Design spi_req_arb, sky130hd; sources not shown.
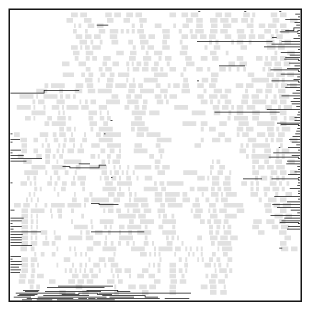
run_1/m3.png
(2 px per um)
share of all routed wire = 5.9%
wire length on this layer = 1,260 um
longest straight run = 46.0 um
Total Wirelength: 21,300 um
Vias: 5,113
M3 GR Usage: 4.81%

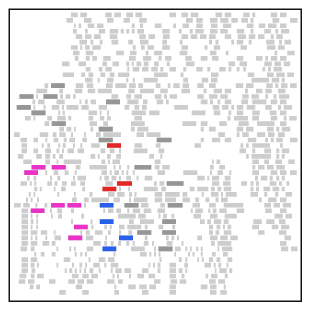
run_1/ff_map.png
(2 px per um) Other sequential cells in the stronger grey, the rest of the logic in the fainter grey.
gnt_o -> blue  # sequential cells 4
core_trl_o -> magenta  # sequential cells 8
state_q -> red  # sequential cells 3
not coloured = 18
Seq power: 1.23 mW
Seq. cell area: 672 um^2
Layout Utilization: 39.6%
sequential share of cell area: 8.42%

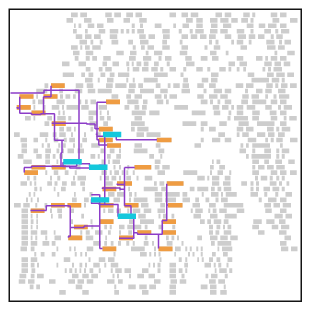
run_1/clock_wires.png
(2 px per um)
clock-net drivers -> cyan  # count 5
clock wires -> purple  # length 566 um
flip-flops -> orange  # count 33
routed clock nets = 6
Late-Pin Clk Latency: 0.28 ns
Clock Skew: 0.00444 ns
Clock power frac: 6.0%

==> impl_metrics.json, run 1 <==
{
  "outcome": "finished with violations",
  "violations": "setup timing",
  "synthCells": 552,
  "xor_area_share_pct": 1.07,
  "root_buffer": "clkbuf_16",
  "post-cts-setup-buffers": 16,
  "layout_worst_path_cycle_share_pct": 124,
  "hold_viol": 0,
  "power_mw": 14.8,
  "path_cells": "buf_4 -> xor2_1 -> nor3_2 -> nand4_1 -> nand2_2 -> nand2_4 -> nor2_1 -> buf_4",
  "seq_power_share_pct": 8.3,
  "slew-limit-headroom_pct": 79.3,
  "whs_ns": 0.473,
  "internal-power_mw": 7.46,
  "yosysWarnings": 0,
  "tightest_slew_ns": 0.310,
  "clock-sinks": 33,
  "ys_top_logic_family": "simple AND/OR/NAND/NOR gates",
  "path_delay_family": "simple AND/OR/NAND/NOR gates",
  "cp_slowest_stage_delay_ns": 0.31,
  "signal_buffers": 357,
  "path_class": "register to primary output",
  "nets": 1083,
  "fin_area_mm2": 0.00798,
  "inverters": 43,
  "ys_sh_mux_pct": 0,
  "postSynthSeqShare_pct": 20.1,
  "synth.largest_area_cell": "dfxtp_1",
  "layout.nonclk_buf_share_pct": 46.2,
  "slew_viol_final": 0,
  "power_density_mw_per_mm2": 1850,
  "ys_sh_aoi_pct": 14.1,
  "avgSynthCellArea_um2": 5.95,
  "maxCapViolCount": 0,
  "die_h_um": 145,
  "dp_hpwl_um": 16000,
  "seq_cells": 33,
  "setup_viol": 65,
  "synthArstFlopShare_pct": 0,
  "cp.depth": 8,
  "yosys.cell_count.top_type": "nand2_1",
  "rsz0062_at_grt": "yes",
  "edf_count": 0,
  "top_cell_area_share_pct": 20.1,
  "setup_ws_ns": -0.406
}
==> run 1: placed cells by master, fill, tap and decap left out, types with 10 or more instances in the layout <==
cell type / synthesis / final
clkdlybuf4s50_1: 0 / 198
nand3_1: 130 / 104
nand2_1: 133 / 85
buf_4: 33 / 67
buf_6: 1 / 54
a22oi_2: 0 / 32
nand2_2: 7 / 31
dfxtp_1: 33 / 28
inv_1: 34 / 26
nor2_1: 36 / 26
nand3_2: 0 / 25
nand2_4: 2 / 22
buf_12: 1 / 14
nor2_4: 1 / 10
a21oi_1: 18 / 10
==> run 1: layer usage <==
metal  vias up  part of all wire, %  track usage (%)  wire [um]
met5         -                    0            0.238          0
met3        17                  5.9             4.81       1260
met4         0                  1.2             2.95        265
met2       180                   52             34.9      11200
met1      2461                   41             22.3       8650
li1       2455                    -                -          -
run_1/congestion_map.png
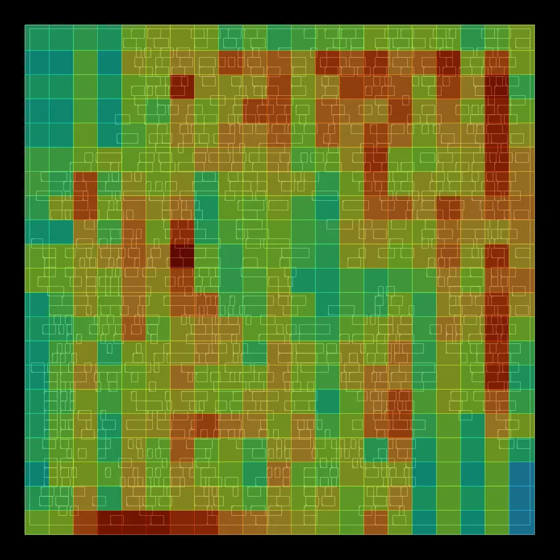

==> run 2, diff against run 1 <==
--- a/config.mk
+++ b/config.mk
@@ -10,4 +10,5 @@
 export CELL_PAD_IN_SITES_DETAIL_PLACEMENT = 1
 export CELL_PAD_IN_SITES_GLOBAL_PLACEMENT = 1
+export CORE_MARGIN = 2
 export CORE_UTILIZATION = 16
 export DETAILED_ROUTE_END_ITERATION = 10
==> constraint.sdc (replaced) <==
create_clock -name clk_i -period 1.7 [get_ports clk_i]
set_input_delay 0.34 -clock clk_i [delete_from_list [all_inputs] [get_ports clk_i]]
set_output_delay 0.34 -clock clk_i [all_outputs]
set_load 0.05 [all_outputs]
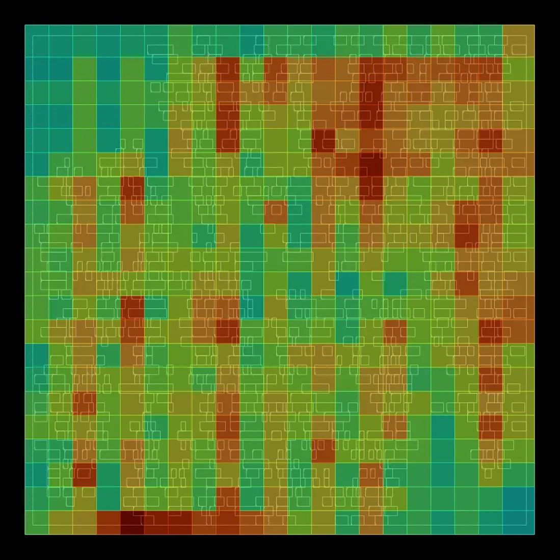
run_2/congestion_map.png
Layout Utilization: 41.3%
Total GRT Usage: 19.9%

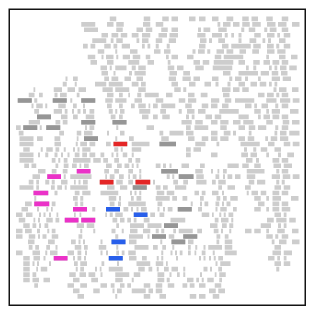
run_2/ff_map.png
(2 px per um) Other sequential cells in the stronger grey, the rest of the logic in the fainter grey.
gnt_o -> blue  # sequential cells 4
core_trl_o -> magenta  # sequential cells 8
state_q -> red  # sequential cells 3
not coloured = 18
Seq. cell area: 673 um^2
sequential share of cell area: 8.09%

==> run 2 against run 1 <==
Against the previous run:
- first-iteration DRC count is 10% lower
- the flow still finishes with violations (setup timing)
- power is 19% higher
- register-to-register slack better by 0.13 ns
- area after synthesis stayed put
- combinational power is about 20% higher
==> impl_metrics.json, run 2 <==
{
  "rsz0062_at_grt": "yes",
  "maxCapViolCount": 0,
  "drt-total-wl_um": 22300,
  "hold_viol": 0,
  "path_cells": "inv_2 -> nor2_4 -> nand2_2 -> inv_2 -> nand3_2 -> nor3_2 -> nand4_1 -> nand2_2 -> nand2_4 -> nor2_2 -> buf_12",
  "seq_power_mw": 1.23,
  "layout_top_cells": "clkdlybuf4s50_1 (188), nand3_1 (88), nand2_1 (87), buf_4 (82), buf_6 (52)",
  "dp_hpwl_um": 16500,
  "top_cell_area_share_pct": 20.1,
  "path_delay_family": "simple AND/OR/NAND/NOR gates",
  "synthArstFlopShare_pct": 0,
  "root_buffer": "clkbuf_16",
  "p_clk_share_pct": 6.2,
  "fin_crit_ns": 2.12,
  "edf_count": 0,
  "use_met1_pct": 22.9,
  "avgSynthCellArea_um2": 5.95,
  "fin_skew_ns": 0.00699,
  "whs_ns": 0.487,
  "path_class": "register to primary output",
  "met3_usage_pct": 5.00,
  "power_density_mw_per_mm2": 2110,
  "postSynthSeqShare_pct": 20.1,
  "cp.depth": 11,
  "cp_slowest_stage_delay_ns": 0.34,
  "power_mw": 17.6,
  "clock-sinks": 33,
  "violations": "setup timing",
  "synth.largest_area_cell": "dfxtp_1",
  "lay_top_count": "clkdlybuf4s50_1",
  "ys_top_logic_family": "simple AND/OR/NAND/NOR gates",
  "ys_sh_mux_pct": 0,
  "fin_area_mm2": 0.00832,
  "p_sw_share_pct": 52.4,
  "outcome": "finished with violations",
  "layout_worst_path_cycle_share_pct": 125,
  "setup_viol": 63,
  "grt_busiest_layer": "met2",
  "ys_sh_aoi_pct": 14.1,
  "xor_area_share_pct": 1.07,
  "reg2reg_slack_ns": -0.12,
  "internal-power_mw": 8.35,
  "yosys.cell_count.top_type": "nand2_1",
  "tightest_slew_ns": 0.303,
  "vias": 5239,
  "yosysWarnings": 0,
  "setup_ws_ns": -0.424,
  "slew-limit-headroom_pct": 79.8,
  "seq_power_share_pct": 7.0
}
==> run 2: layout make-up <==
| class | count | area [um^2] |
|---|---|---|
| sequential | 33 | 673 |
| tap | 270 | 338 |
| timing repair buffer | 370 | 4000 |
| antenna | 5 | 12.5 |
| fill | 2378 | 11800 |
| multi-input combinational | 416 | 2920 |
| inverter | 43 | 204 |
| clock inverter | 1 | 30.0 |
| clock buffer | 7 | 143 |
==> run 2: layer usage <==
| metal | wire length (um) | part of all wire, % |
|---|---|---|
| met5 | 34 | 0.15 |
| met4 | 278 | 1.2 |
| met3 | 1470 | 6.6 |
| met2 | 11800 | 53 |
| met1 | 8710 | 39 |
==> run 2: repair_timing <==
item,in CTS,in global routing
cloned,12,1
gates resized,225,105
pin swaps,73,72
setup endpoints to repair,73,75
buffers inserted,36,11
Power is estimated from default activity; no workload was simulated.
